### src/rtl/run_control.sv
// rtl/run_control.sv - button conditioning and IDLE/RUN/STEP sequencer producing the counter ENABLE tick
// Index 0 of the per-button vectors is START_STOP, index 1 is STEP.
module run_control #(
  parameter int PRESCALE        = 4,
  parameter int DEBOUNCE_CYCLES = 8
) (
  input  logic CLK,
  input  logic RSTn,
  input  logic START_STOP,
  input  logic STEP,
  output logic ENABLE,
  output logic RUNNING
);

  localparam int PW = (PRESCALE > 1) ? $clog2(PRESCALE) : 1;
  localparam int DW = (DEBOUNCE_CYCLES > 1) ? $clog2(DEBOUNCE_CYCLES) : 1;
  localparam logic [PW-1:0] PRESC_LAST = PW'(PRESCALE - 1);
  localparam logic [DW-1:0] DEB_LAST   = DW'(DEBOUNCE_CYCLES - 1);

  typedef enum logic [1:0] {S_IDLE, S_RUN, S_STEP} state_e;

  logic [1:0]    raw;
  logic [1:0]    sync1_q, sync1_d, sync2_q, sync2_d;
  logic [1:0]    deb_q, deb_d, deb_dly_q, deb_dly_d;
  logic [1:0]    press_q, press_d;
  logic [DW-1:0] cnt_q [2];
  logic [DW-1:0] cnt_d [2];
  state_e        state_q, state_d;
  logic [PW-1:0] presc_q, presc_d;
  logic          enable_q, enable_d;
  logic          running_q, running_d;

  assign raw = {STEP, START_STOP};

  always_comb begin
    sync1_d   = raw;
    sync2_d   = sync1_q;
    deb_d     = deb_q;
    deb_dly_d = deb_q;
    press_d   = deb_q & ~deb_dly_q;
    for (int i = 0; i < 2; i++) begin
      cnt_d[i] = '0;
      if (sync2_q[i] != deb_q[i]) begin
        // Accept the new level only after it has differed for DEBOUNCE_CYCLES edges in a row.
        if (cnt_q[i] == DEB_LAST) begin
          deb_d[i] = sync2_q[i];
        end else begin
          cnt_d[i] = cnt_q[i] + 1'b1;
        end
      end
    end
  end

  always_comb begin
    state_d   = state_q;
    presc_d   = '0;
    enable_d  = 1'b0;
    running_d = 1'b0;
    case (state_q)
      S_IDLE: begin
        // START_STOP wins over a simultaneous STEP press.
        if (press_q[0]) begin
          state_d   = S_RUN;
          running_d = 1'b1;
          enable_d  = (PRESCALE == 1);
        end else if (press_q[1]) begin
          state_d  = S_STEP;
          enable_d = 1'b1;
        end
      end
      S_RUN: begin
        if (press_q[0]) begin
          state_d = S_IDLE;
        end else begin
          running_d = 1'b1;
          presc_d   = (presc_q == PRESC_LAST) ? '0 : presc_q + 1'b1;
          enable_d  = (presc_d == PRESC_LAST);
        end
      end
      S_STEP: state_d = S_IDLE;
      default: state_d = S_IDLE;
    endcase
  end

  always_ff @(posedge CLK or negedge RSTn) begin
    if (!RSTn) begin
      sync1_q   <= '0;
      sync2_q   <= '0;
      deb_q     <= '0;
      deb_dly_q <= '0;
      press_q   <= '0;
      for (int i = 0; i < 2; i++) cnt_q[i] <= '0;
      state_q   <= S_IDLE;
      presc_q   <= '0;
      enable_q  <= 1'b0;
      running_q <= 1'b0;
    end else begin
      sync1_q   <= sync1_d;
      sync2_q   <= sync2_d;
      deb_q     <= deb_d;
      deb_dly_q <= deb_dly_d;
      press_q   <= press_d;
      for (int i = 0; i < 2; i++) cnt_q[i] <= cnt_d[i];
      state_q   <= state_d;
      presc_q   <= presc_d;
      enable_q  <= enable_d;
      running_q <= running_d;
    end
  end

  assign ENABLE  = enable_q;
  assign RUNNING = running_q;

endmodule

### config.mk
export PLATFORM = sky130hd
export DESIGN_NAME = run_control
export DESIGN_NICKNAME = d
export VERILOG_FILES = /design/src/rtl/run_control.sv
export SDC_FILE = /design/constraint.sdc
export NUM_CORES = 1
export LEC_CHECK = 0
export ABC_AREA = 1
export CAP_MARGIN = 0
export CORE_MARGIN = 1
export CORE_UTILIZATION = 38
export DETAILED_ROUTE_END_ITERATION = 10
export PLACE_DENSITY = 0.66
export SYNTH_ARGS = -nofsm -noshare
export SYNTH_HDL_FRONTEND = slang
export SYNTH_SLANG_ARGS = --single-unit
### constraint.sdc
create_clock -name CLK -period 1 [get_ports CLK]
set_input_delay 0.15 -clock CLK [delete_from_list [all_inputs] [get_ports CLK]]
set_output_delay 0.15 -clock CLK [all_outputs]
set_load 0.05 [all_outputs]
==> Flow_metrics.wiki, run 1 <==
=== Synthesis and place and route ===
{| class="wikitable"
! Metric !! Value
|-
| Result of the run || finished, violations left
|-
| Violated checks || negative setup slack
|-
| Cell types with the largest area share after synthesis || sky130_fd_sc_hd__dfrtp_1, sky130_fd_sc_hd__ha_1, sky130_fd_sc_hd__nand2_1, sky130_fd_sc_hd__inv_1, sky130_fd_sc_hd__nor2_1
|-
| Sequential element share of the synthesized area || 0.666
|-
| Area leader, netlist || sky130_fd_sc_hd__dfrtp_1
|-
| CP peak stage delay || 400 ps
|-
| Startpoint-to-endpoint class of the critical path || reg -> reg
|-
| Tcrit/Tclk final || 1.09
|-
| Die Y || 48.7 µm
|-
| Overall global routing resource usage || 0.122
|-
| Max frequency || 914 MHz
|-
| Diode insertion count for antenna repair || 0
|-
| Critical-path maximum fanout || 3
|-
| Share of layout cells above drive strength 1 || 0.255
|-
| Leakage dissipation || 0.559 nW
|-
| Final setup margin || -94.6 ps
|-
| Class of the most critical hold timing path || in -> async
|-
| Endpoints failing setup || 8
|-
| Total via count after detailed routing || 505
|-
| Power Dens Cells || 2690 nW/µm²
|-
| Width of the die || 48.7 µm
|-
| Avg Vias per Cell || 4.17
|-
| Unique masters post-synth || 8
|-
| Clock period minus final worst setup slack || 1090 ps
|-
| Total grt overflow || 0
|-
| Crit. Startpoint || cnt_q[3]
|-
| Startpoint of the worst register-to-register path || cnt_q[3]
|-
| Row Count || 16
|-
| Hpwl dp || 823 µm
|-
| Top-Level Pins || 6
|-
| Required time at the endpoint of the critical path || 1240 ps
|-
| Avg WL per Cell || 9.70 µm
|-
| Global-route wire length before repair || 2120 µm
|-
| Htree depth || 1
|}
## run 1: cell families (layout without fill, tap and decap cells)
family | count (synthesis) | count (layout) | share of synthesized area
DFF | 22 | 22 | 0.666
buffers and inverters | 15 | 30 | 0.0681
adders and majority gates | 6 | 6 | 0.0908
and+or+nand+nor | 34 | 34 | 0.163
AOI/OAI and AO/OA | 2 | 2 | 0.0121
## run 1: cell usage in the layout, fill, tap and decap left out, types with 2 or more instances in the layout
cell	netlist	routed
sky130_fd_sc_hd__ha_2	0	2
sky130_fd_sc_hd__inv_1	15	12
sky130_fd_sc_hd__dfrtp_1	22	22
sky130_fd_sc_hd__ha_4	0	4
sky130_fd_sc_hd__nor2_2	0	2
sky130_fd_sc_hd__buf_12	0	3
sky130_fd_sc_hd__nand2_1	16	16
sky130_fd_sc_hd__clkbuf_4	0	3
sky130_fd_sc_hd__inv_2	0	3
sky130_fd_sc_hd__clkdlybuf4s50_1	0	3
sky130_fd_sc_hd__buf_4	0	4
sky130_fd_sc_hd__nor2_1	15	13
sky130_fd_sc_hd__or2_0	2	2
## run 1: state kept, by name, summed over array words and instances, names as in the netlist, 2 cells and up
register,cells
cnt_q,6
deb_dly_d,2
deb_dly_q,2
presc_q,2
press_q,2
state_q,2
sync1_q,2
sync2_q,2
## run 1: layout make-up
type / count / area (µm²)
fillers: 183 / 910
inverters: 15 / 56.3
well taps: 27 / 33.8
multi-input cells: 42 / 284
repair buffers: 11 / 131
clock buffers: 4 / 36.3
flip-flops and latches: 22 / 551
## run 1: report_power, final
group,leakage [nW],switching [W],total (W),internal (W)
Sequential,0.287,0.000188,0.00138,0.00119
Clock,0.0210,0.000242,0.000464,0.000222
Combinational,0.251,0.000571,0.00110,0.000527
Total,0.559,0.00100,0.00294,0.00194
## run 1: stage by stage
stage               utilization  cells  power (W)  TNS, ps  instance area, µm²
floorplan                     -     79    0.00194    -13.3                 857
global placement          0.494    113    0.00226    -79.5                 988
detailed placement        0.494    113    0.00231     -167                 988
CTS                       0.512    117    0.00281     -354                1020
global route              0.546    121    0.00321     -791                1090
finish                    0.546    121    0.00294     -302                1090
## run 1: timing repair
| item | CTS | global route |
|---|---|---|
| buffers inserted | 0 | 4 |
| setup endpoints to repair | 8 | 11 |
| gates resized | 2 | 11 |
| pin swaps | 4 | 6 |
## run 1: worst max-delay path: cells and delay by family, from the launching register on
kind	cells	cell delay (ps)
DFF	1	400
adders and majority gates	2	350
and+or+nand+nor	2	290
## run 1: metal layers
layer,vias up,part of all wire,track usage
li1,262,-,-
met1,235,0.43,0.140
met2,6,0.53,0.211
met3,2,0.028,0.0220
met4,0,0.011,0.0735
met5,-,0,0
## run 1: worst paths after layout
| kind | cells after the start | to | slack [ps] |
|---|---|---|---|
| min in group CLK | 1 | sync1_q[0] | 270 |
| min | 2 | deb_dly_q[0] | 190 |
| max in group asynchronous | 2 | cnt_q[1] | 670 |
| max reg2reg | 4 | cnt_q[3] | -90 |
| min reg2reg | 0 | sync2_q[0] | 360 |
| max | 4 | cnt_q[3] | -90 |
Run 1, signal metal coverage by tile:
Scale: 8 px per µm. The die is cut into 10 by 10 equal tiles; black is low, pale yellow is high, scaled to the fullest tile. Values are wire area over tile area, all layers added.
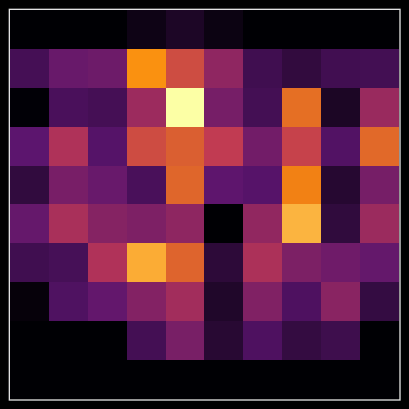
mean over tiles: 0.076
emptiest ninth of the die: lower left
tiles over half the peak: 14%
nearly empty tiles: 24%

Run 1, sequential cells grouped by signal name:
Scale: 8 px per µm.
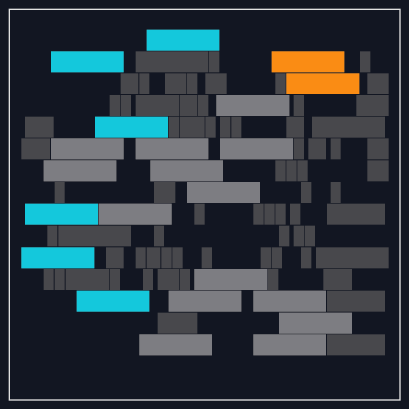
legend:
  presc_q:
    colour: orange
    sequential_cells: 2
  cnt_q:
    colour: cyan
    sequential_cells: 6
not coloured: 14

Run 1, clock distribution:
Scale: 8 px per µm.
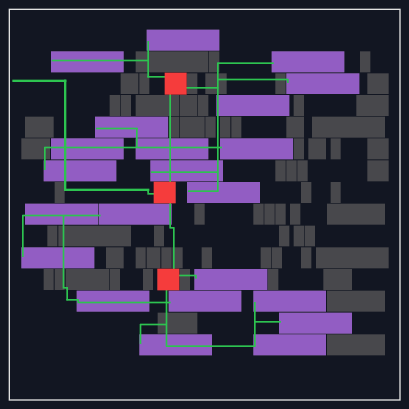
legend:
  clock-net drivers:
    colour: red
    count: 3
  flip-flops:
    colour: purple
    count: 22
  clock wires:
    colour: green
    length: 236 µm
routed clock nets: 4

Run 1, cell sizes after repair:
Scale: 10 px per µm.
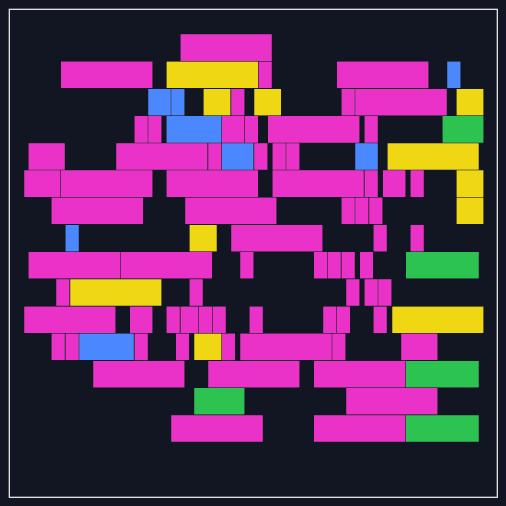
legend:
  x2:
    colour: blue
    cells: 8
  x6 and larger:
    colour: green
    cells: 5
  x1 and smaller:
    colour: magenta
    cells: 70
  x3 and x4:
    colour: yellow
    cells: 11

==> run 2: changes to the inputs <==
Settings changed: PLACE_DENSITY 0.66 to 0.64.
Clock period 1 ns to 1.12 ns, I/O delays scaled along.
Run 2, cell sizes after repair:
Scale: 10 px per µm.
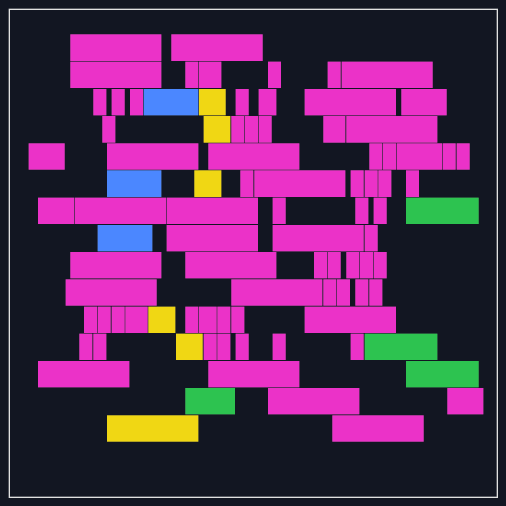
legend:
  x3 and x4:
    colour: yellow
    cells: 6
  x6 and larger:
    colour: green
    cells: 4
  x1 and smaller:
    colour: magenta
    cells: 78
  x2:
    colour: blue
    cells: 3

==> Flow_metrics.wiki, run 2 <==
=== Synthesis and place and route ===
{| class="wikitable"
! Metric !! Value
|-
| Result of the run || completed
|-
| Overall global routing resource usage || 0.113
|-
| Multi-input gate area || 240 µm²
|-
| Max frequency || 911 MHz
|-
| Clock period minus final worst setup slack || 1100 ps
|-
| Avg Vias per Cell || 4.14
|-
| Total via count after detailed routing || 489
|-
| Tcrit/Tclk final || 0.980
|-
| Required time at the endpoint of the critical path || 1350 ps
|-
| Startpoint of the worst register-to-register path || cnt_q[0]
|-
| Width of the die || 48.7 µm
|-
| Sequential cell area || 551 µm²
|-
| Cell types with the largest area share after synthesis || sky130_fd_sc_hd__dfrtp_1, sky130_fd_sc_hd__ha_1, sky130_fd_sc_hd__nand2_1, sky130_fd_sc_hd__inv_1, sky130_fd_sc_hd__nor2_1
|-
| Top-Level Pins || 6
|-
| Number of filler cells placed in the layout || 185
|-
| Top Family by Delay on Critical Path || flip-flops
|-
| Global-route wire length before repair || 2040 µm
|-
| Startpoint-to-endpoint class of the critical path || reg -> reg
|-
| Most frequent logic cell in the layout || sky130_fd_sc_hd__dfrtp_1
|-
| Total grt overflow || 0
|-
| Htree depth || 1
|-
| Final Non-Filler Cells || 118
|-
| WP buf/inv || 0
|-
| Top reg by flops || cnt_q
|-
| Critical-path maximum fanout || 2
|-
| Sequential element share of the synthesized area || 0.666
|-
| CP peak stage delay || 400 ps
|-
| Avg WL per Cell || 9.09 µm
|-
| Number of flip-flops under the largest register name || 6
|-
| Top logic cells by instance count in the layout || sky130_fd_sc_hd__dfrtp_1, sky130_fd_sc_hd__nand2_1, sky130_fd_sc_hd__inv_1, sky130_fd_sc_hd__nor2_1
|-
| End of the worst register-to-register path || cnt_q[0]
|-
| Power Dens Cells || 2360 nW/µm²
|-
| Core occupancy in the finished layout || 0.511
|-
| Final setup margin || 22.7 ps
|-
| Class of the most critical hold timing path || in -> async
|-
| Row Count || 16
|-
| FF-to-FF path depth || 4
|-
| R2r setup slk || 20 ps
|-
| Leakage dissipation || 0.543 nW
|-
| Crit. Startpoint || cnt_q[0]
|-
| Area leader, netlist || sky130_fd_sc_hd__dfrtp_1
|-
| Endpoints failing setup || 0
|-
| Count of cell instances traversed by the critical path || 4
|-
| Post-CTS setup buffers || 0
|}
Run 2, clock distribution:
Scale: 8 px per µm.
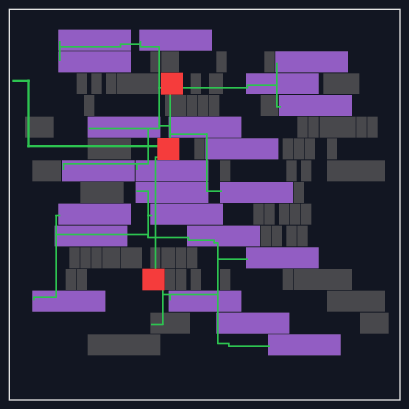
legend:
  clock wires:
    colour: green
    length: 224 µm
  flip-flops:
    colour: purple
    count: 22
  clock-net drivers:
    colour: red
    count: 3
routed clock nets: 4

## run 2: power breakdown
part | switching (W) | internal [W] | leakage [nW]
Combinational | 0.000426 | 0.000345 | 0.236
Clock | 0.000221 | 0.000198 | 0.0210
Sequential | 0.000159 | 0.00107 | 0.287
## run 2: worst min path at each step
stage	endpoint	depth (start not counted)	from
after global routing	press_q[0]	2	RSTn
after global placement	sync2_q[1]	0	sync1_q[1]
after detailed placement	sync2_q[1]	0	sync1_q[1]
final	ENABLE	2	RSTn
after floorplan	ENABLE	0	RSTn
after CTS	presc_q[0]	2	RSTn
## run 2: final cells by class
type                    count  area share
clock buffers               4      0.0355
inverters                  15      0.0551
multi-input cells          42       0.235
flip-flops and latches     22       0.539
well taps                  27      0.0330
repair buffers              8       0.103
## run 2: layer usage
metal  up-vias  global-route usage  wire, µm
met3         2              0.0189        32
met4         0              0.0588         8
met2         6               0.199       555
met1       229               0.131       477
li1        252                   -         -
met5         -                   0         0
## run 2: cells by family after synthesis
| kind of cell | after synthesis | synth area share |
|---|---|---|
| flops | 22 | 0.666 |
| buf+inv | 15 | 0.0681 |
| fa+ha+maj | 6 | 0.0908 |
| simple gates | 34 | 0.163 |
| compound gates | 2 | 0.0121 |
## run 2: what timing repair did
| item | CTS | global route |
|---|---|---|
| pin swaps | 3 | 5 |
| cloned | 0 | 0 |
| gates resized | 3 | 4 |
| endpoints found under the setup margin | 4 | 6 |
| hold buffers | 0 | 0 |
## run 2: worst register-to-register path, cell delays in order, from the launching register on
cell	delay, ps
sky130_fd_sc_hd__dfrtp_1	400
sky130_fd_sc_hd__ha_2	190
sky130_fd_sc_hd__ha_4	160
sky130_fd_sc_hd__or2_0	210
sky130_fd_sc_hd__nor2_1	90
## run 2: metrics by stage
stage	total power [W]	instance area, µm²
after floorplan	0.00169	827
after global placement	0.00195	966
after detailed placement	0.00199	966
after CTS	0.00243	1010
after global routing	0.00263	1020
final	0.00241	1020
Run 2, sequential cells grouped by signal name:
Scale: 8 px per µm.
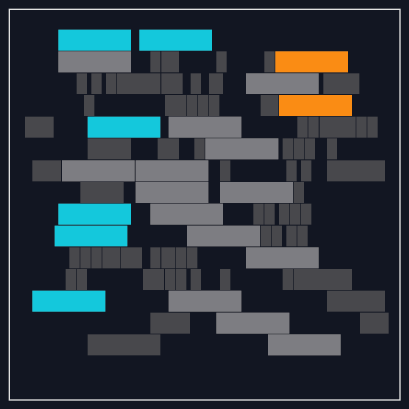

==> run 3: changes to the inputs <==
Settings changed: DONT_BUFFER_PORTS set to 1, PLACE_DENSITY 0.64 to 0.6.
Run 3, sequential cells grouped by signal name:
Scale: 8 px per µm.
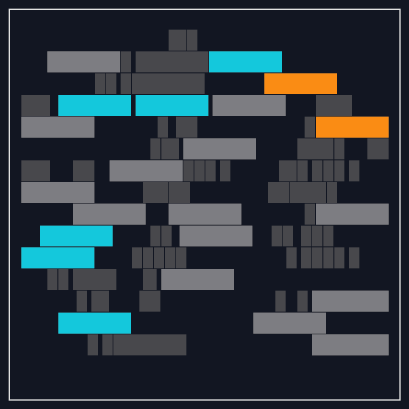
legend:
  presc_q:
    colour: orange
    sequential_cells: 2
  cnt_q:
    colour: cyan
    sequential_cells: 6

==> Flow_metrics.wiki, run 3 <==
=== Synthesis and place and route ===
{| class="wikitable"
! Metric !! Value
|-
| CP peak stage delay || 390 ps
|-
| Share of layout cells above drive strength 1 || 0.159
|-
| Total via count after detailed routing || 476
|-
| Post-route total power || 0.00224 W
|-
| Final standard cell area without fillers || 987 µm²
|-
| Top Family by Delay on Critical Path || flip-flops
|-
| Result of the run || completed
|-
| Total grt overflow || 0
|-
| Avg WL per Cell || 9.13 µm
|-
| Row Count || 16
|-
| Avg Vias per Cell || 4.14
|-
| Leakage dissipation || 0.525 nW
|-
| Class of the most critical hold timing path || in -> async
|-
| Unique masters post-synth || 8
|-
| Final Non-Filler Cells || 115
|-
| Sequential element share of the synthesized area || 0.666
|-
| Critical-path maximum fanout || 2
|-
| Placed instance area || 876 µm²
|-
| Area leader, netlist || sky130_fd_sc_hd__dfrtp_1
|-
| R2r setup slk || 20 ps
|-
| Power Dens Cells || 2270 nW/µm²
|-
| Top logic cells by instance count in the layout || sky130_fd_sc_hd__dfrtp_1, sky130_fd_sc_hd__inv_1, sky130_fd_sc_hd__nand2_1, sky130_fd_sc_hd__nor2_1
|-
| Cell types with the largest area share after synthesis || sky130_fd_sc_hd__dfrtp_1, sky130_fd_sc_hd__ha_1, sky130_fd_sc_hd__nand2_1, sky130_fd_sc_hd__inv_1, sky130_fd_sc_hd__nor2_1
|-
| Width of the die || 48.7 µm
|-
| Die Y || 48.7 µm
|-
| End of the worst register-to-register path || cnt_q[0]
|-
| WP buf/inv || 0
|-
| Endpoints failing setup || 0
|-
| Clock period minus final worst setup slack || 1100 ps
|-
| Most frequent logic cell in the layout || sky130_fd_sc_hd__dfrtp_1
|-
| Hpwl dp || 723 µm
|-
| Placed Cells || 108
|-
| Diode insertion count for antenna repair || 0
|-
| Startpoint-to-endpoint class of the critical path || reg -> reg
|-
| Core occupancy in the finished layout || 0.493
|-
| Tcrit/Tclk final || 0.985
|-
| Global-route wire length before repair || 1900 µm
|-
| Top reg by flops || cnt_q
|-
| Startpoint of the worst register-to-register path || cnt_q[0]
|}
Run 3, cell sizes after repair:
Scale: 10 px per µm.
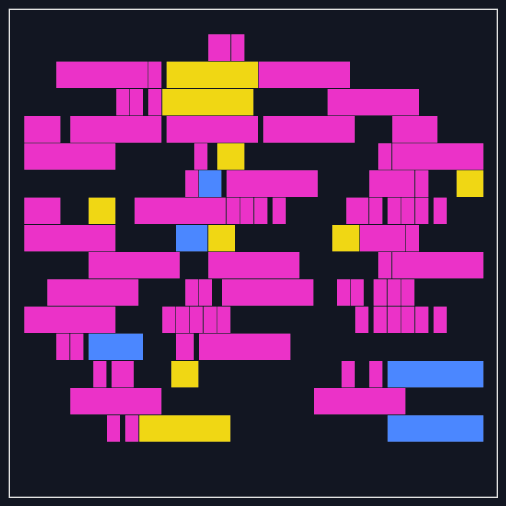
legend:
  x3 and x4:
    colour: yellow
    cells: 9
  x2:
    colour: blue
    cells: 5
  x1 and smaller:
    colour: magenta
    cells: 74

==> run 3: cell count changes in the layout (fill, tap and decap cells not counted), sizes merged <==
cell / delta
clkdlybuf4s50: -3
buf: -2
dlygate4sd3: +2
clkbuf: -1
dlymetal6s4s: +1
==> run 3: worst max-delay path by stage <==
| stage | startpoint | endpoint | slack [ps] | depth (start not counted) |
|---|---|---|---|---|
| 5_1_grt | cnt_q[0] | cnt_q[0] | -40 | 4 |
| 4_1_cts | cnt_q[0] | cnt_q[0] | 5 | 4 |
| 3_3_place_gp | cnt_q[0] | cnt_q[0] | 10 | 4 |
| 3_5_place_dp | cnt_q[0] | cnt_q[0] | -40 | 4 |
| 6_report | cnt_q[0] | cnt_q[0] | 20 | 4 |
| 2_1_floorplan | cnt_q[3] | cnt_q[3] | 30 | 4 |
==> run 3: final cells by class <==
cell class | instances | area [µm²]
Timing Repair Buffer | 6 | 55.1
Tap cell | 27 | 33.8
Inverter | 15 | 56.3
Sequential cell | 22 | 553
Fill cell | 181 | 1010
Clock buffer | 3 | 22.5
Multi-Input combinational cell | 42 | 267
==> run 3: metrics by stage <==
stage | setup TNS, ps | worst slack, ps
after floorplan | 0 | 26.8
after global placement | 0 | 10.7
after detailed placement | -70.3 | -37.1
after CTS | 0 | 4.77
after global routing | -57.0 | -41.8
final | 0 | 17.1
==> run 3: repair_timing <==
action | in CTS | in global routing
buffers inserted | 0 | 1
pin swaps | 3 | 6
hold buffers | 3 | 0
hold endpoints to repair | 24 | 0
resized | 5 | 9
endpoints found under the setup margin | 4 | 31
==> run 3: logic make-up (layout without fill, tap and decap cells) <==
kind of cell	count (synthesis)	in the layout	share of synthesized area
simple gates	34	34	0.163
flops	22	22	0.666
buf+inv	15	24	0.0681
fa+ha+maj	6	6	0.0908
compound gates	2	2	0.0121
==> run 3: per-layer routing <==
layer	up-vias	global-route usage	part of all wire
li1	250	-	-
met1	216	0.113	0.46
met2	8	0.190	0.49
met3	2	0.0472	0.038
met4	0	0.0441	0.012
met5	-	0	0
==> run 3: where the power goes <==
part	switching (W)	total, W	internal (W)
clock network	0.000205	0.000330	0.000125
logic	0.000313	0.000573	0.000260
registers	0.000265	0.00134	0.00107
Power and IR drop assume default switching activity.
